==> config.mk <==
export PLATFORM = sky130hd
export DESIGN_NAME = serial_frame_tx
export DESIGN_NICKNAME = d
export VERILOG_FILES = /design/src/rtl/serial_pkg.sv /design/src/rtl/bit_timer.sv /design/src/rtl/serial_frame_tx.sv
export SDC_FILE = /design/constraint.sdc
export NUM_CORES = 1
export LEC_CHECK = 0
export CAP_MARGIN = 20
export CORE_MARGIN = 5
export CORE_UTILIZATION = 52
export CTS_BUF_LIST = sky130_fd_sc_hd__clkbuf_8
export CTS_CLUSTER_SIZE = 16
export DETAILED_ROUTE_END_ITERATION = 8
export GPL_ROUTABILITY_DRIVEN = 1
export HOLD_SLACK_MARGIN = 0.03
export PLACE_DENSITY = 0.8
export SYNTH_ARGS = -nofsm -noshare
export SYNTH_HDL_FRONTEND = slang
export SYNTH_HIERARCHICAL = 1
export SYNTH_SLANG_ARGS = --single-unit
==> constraint.sdc <==
create_clock -name clock -period 1.9 [get_ports clock]
set_input_delay 0.285 -clock clock [delete_from_list [all_inputs] [get_ports clock]]
set_output_delay 0.285 -clock clock [all_outputs]
set_load 0.03 [all_outputs]
==> images/clock_wires.png <==
Bar = 20 µm.
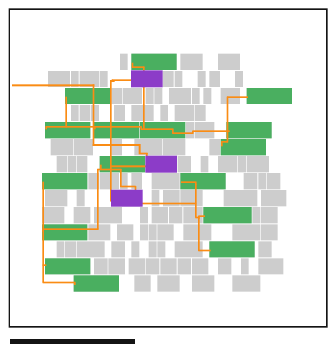
orange -> clock wires  # length 208 µm
purple -> clock-net drivers  # count 3
green -> flip-flops  # count 16
routed clock nets = 4
Final Skew: 0.00288 ns
Clock Power Share: 21.7%
insertion delay to the later sink of the worst-skew pair: 0.25 ns
Clock group: 254 µW

==> images/class_map.png <==
Bar = 20 µm.
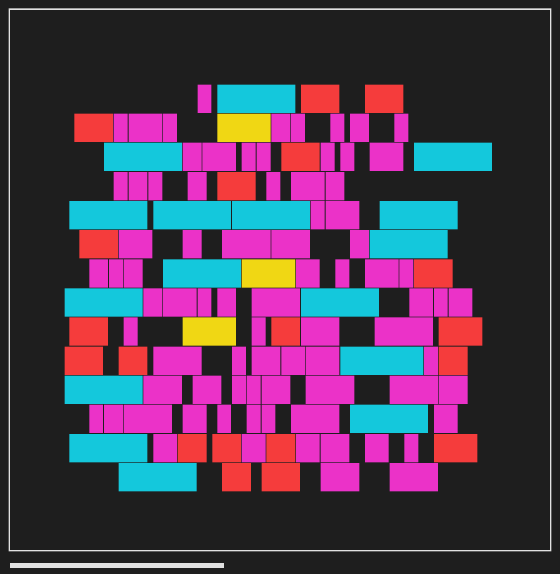
red -> remaining buffers and delay cells  # cells 19, share of their area 17%
magenta -> remaining logic cells  # cells 80, share of their area 49%
yellow -> clock-net drivers  # cells 3, share of their area 3.9%
cyan -> registers  # cells 16, share of their area 31%
Core Region: 1520 µm²
sequential cell area share: 30.1%
post-route design area: 1070 µm²
number of standard-cell rows in the floorplan: 14
utilization after layout: 70.2%

==> images/floorplan.png <==
Pins as bars on the die edge. Tap cells in grey.
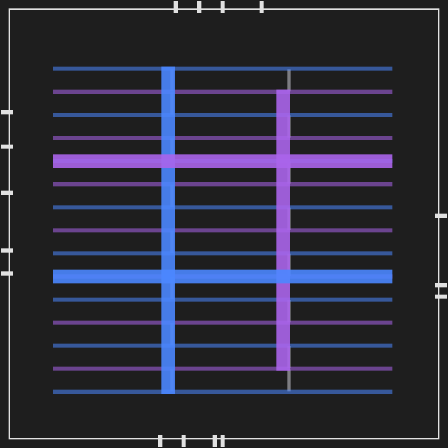
purple -> VDD
blue -> VSS
met4 straps = 2
signal pins = 16
met1 rails = 15
tap cells = 16
vertical extent of the die: 50.5 µm
Max VDD drop: 0.731 mV
horizontal die dimension: 50.5 µm

==> images/clock_nets.png <==
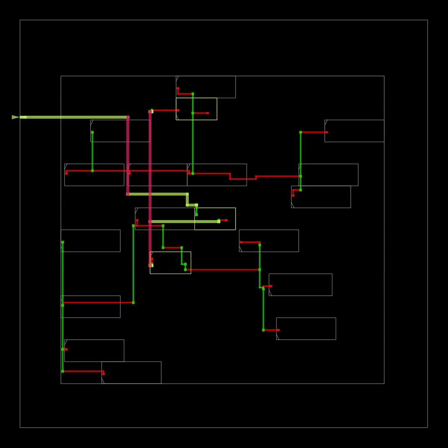
number of buffers inserted during clock tree synthesis: 3
clock tree buffer count of the final layout: 3
layout sequential cell count: 16

==> flow_metrics.py <==
# Metrics from the implementation run
metrics = {
    "placement": {
        "dpl.cell_count": 131,
        "io_buffers": 15,
        "gp_congestion": 0.715,
        "dp_hpwl_mm": 1.33,
    },
    "worst_setup_path": {
        "critical_path.top_delay_family": "buffers and inverters",
        "timing.critical_path.arrival_ns": 1.55,
        "timing.critical_path.to_type": "output port",
        "crit_path_start_kind": "register",
        "worstRegToRegCells": 5,
        "timing.setup.critical_path_class": "register to output port",
        "ff2ff_setup_slack_ns": 0.09,
        "cp_num_cells": 7,
        "cp_slowest_cell": "sky130_fd_sc_hd__dfxtp_2",
        "timing.critical_path.buf_inv": 4,
        "crit_path_max_incr_delay_ns": 0.34,
        "cp_max_fo": 14,
    },
    "synthesis": {
        "syn-instance-count": 102,
        "edf_count": 0,
        "synthesis.area_um2": 851,
        "synthAdderAreaFrac_pct": 11.8,
        "logic_family": "simple AND/OR/NAND/NOR gates",
        "ys_async_sr_fraction_pct": 0,
        "biggest_area_cells": "sky130_fd_sc_hd__dfxtp_1, sky130_fd_sc_hd__ha_1, sky130_fd_sc_hd__a311oi_1",
        "most_common_cell": "sky130_fd_sc_hd__dfxtp_1",
        "ys_seq_share_pct": 37.6,
        "synth-compound-area-share_pct": 15.3,
        "synthDistinctLibCells": 24,
        "post_synth.cell_area_avg_um2": 8.34,
        "floorplan.nets": 121,
        "post_synth_regs": 16,
        "synth_xor_xnor_area_share_pct": 0,
        "yosys-mux-area-fraction_pct": 3.53,
        "synth.top_cell.area_share_pct": 37.6,
    },
    "power_and_ir_drop": {
        "power_per_cell_area_nw_per_um2": 1090,
        "p_comb_uw": 488,
        "powerSeq_uw": 429,
        "power.total_mw": 1.17,
        "share_comb_of_total_power_pct": 41.7,
        "switchingPower_uw": 420,
        "power_switching_share_pct": 35.9,
        "maxPowerGroup": "combinational cells",
    },
    "finish": {
        "final_cell_mix": "sky130_fd_sc_hd__dfxtp_1, sky130_fd_sc_hd__nor2_1, sky130_fd_sc_hd__nand2_1",
        "multi_input_comb_area_um2": 485,
        "largestClassByArea": "multi-input combinational cells",
        "final_layout_top_logic_cell": "sky130_fd_sc_hd__dfxtp_1",
        "layoutNonFillerInstCount": 134,
        "insertedDiodeCount": 0,
        "combAreaFraction_pct": 45.4,
        "nonClkBufAreaFrac_pct": 16.4,
        "logic_gates": 73,
        "syn2layout_area_growth_pct": 25.7,
        "nonClockBufferCount": 19,
        "largest_reg_flops": 8,
        "clock_distribution_area_overhead_in_the_final_layout_pct": 3.86,
        "layout-drive-gt1-share_pct": 14.4,
    },
    "timing": {
        "finalHoldViolations": 0,
        "fin_tns_setup_ns": 0,
        "post_layout_minimum_cycle_time_ns": 1.84,
        "final.hold.worst_slack_ns": 0.470,
        "final.setup.worst_slack_ns": 0.0649,
        "finalClockPeriodUsage_pct": 96.6,
        "worst_pin_slew_ns": 0.413,
    },
    "flow_run": {
        "total_of_max_cap_violations": 0,
    },
    "routing": {
        "route.top_layer_used": "met4",
        "firstDrtPassIters": 4,
        "wl_met1_um": 785,
        "met3_wirelength_um": 77,
        "drt-vias-per-instance": 5.69,
        "drt_iter0_drc": 9,
        "final_antenna_net_count": 0,
        "vias": 763,
        "route.final.wire_length_mm": 1.83,
        "wl_met2_um": 938,
        "avgRoutedWirePerCell_um": 13.6,
    },
    "global_route": {
        "pin_count_of_the_biggest_net_entering_global_routing": 17,
        "vias_in_the_first_global_route": 707,
        "groute.layer.met1.usage_pct": 15.7,
        "use_met2_pct": 25.6,
        "antenna_violations_before_repair": 0,
        "grt_first_pass_wirelength_mm": 2.88,
        "combined_global_route_utilization_of_all_metal_layers_pct": 14.5,
    },
    "clocking": {
        "cts.sink_count": 16,
        "cts_tree": "done",
        "clock_tree.root_cell": "sky130_fd_sc_hd__clkbuf_8",
        "clk_pin_slew_worst_paths_ns": 0.06,
        "cts_hold_repair.buffers": 0,
    },
    "die": {
        "chipArea_um2": 2550,
        "tapcell.inserted": 16,
        "design.portCount": 16,
    },
    "hold_path": {
        "worstHoldPathType": "register to register",
    },
    "outcome": {
        "result_of_the_run": "completed",
    },
}
Power and IR drop assume default switching activity.
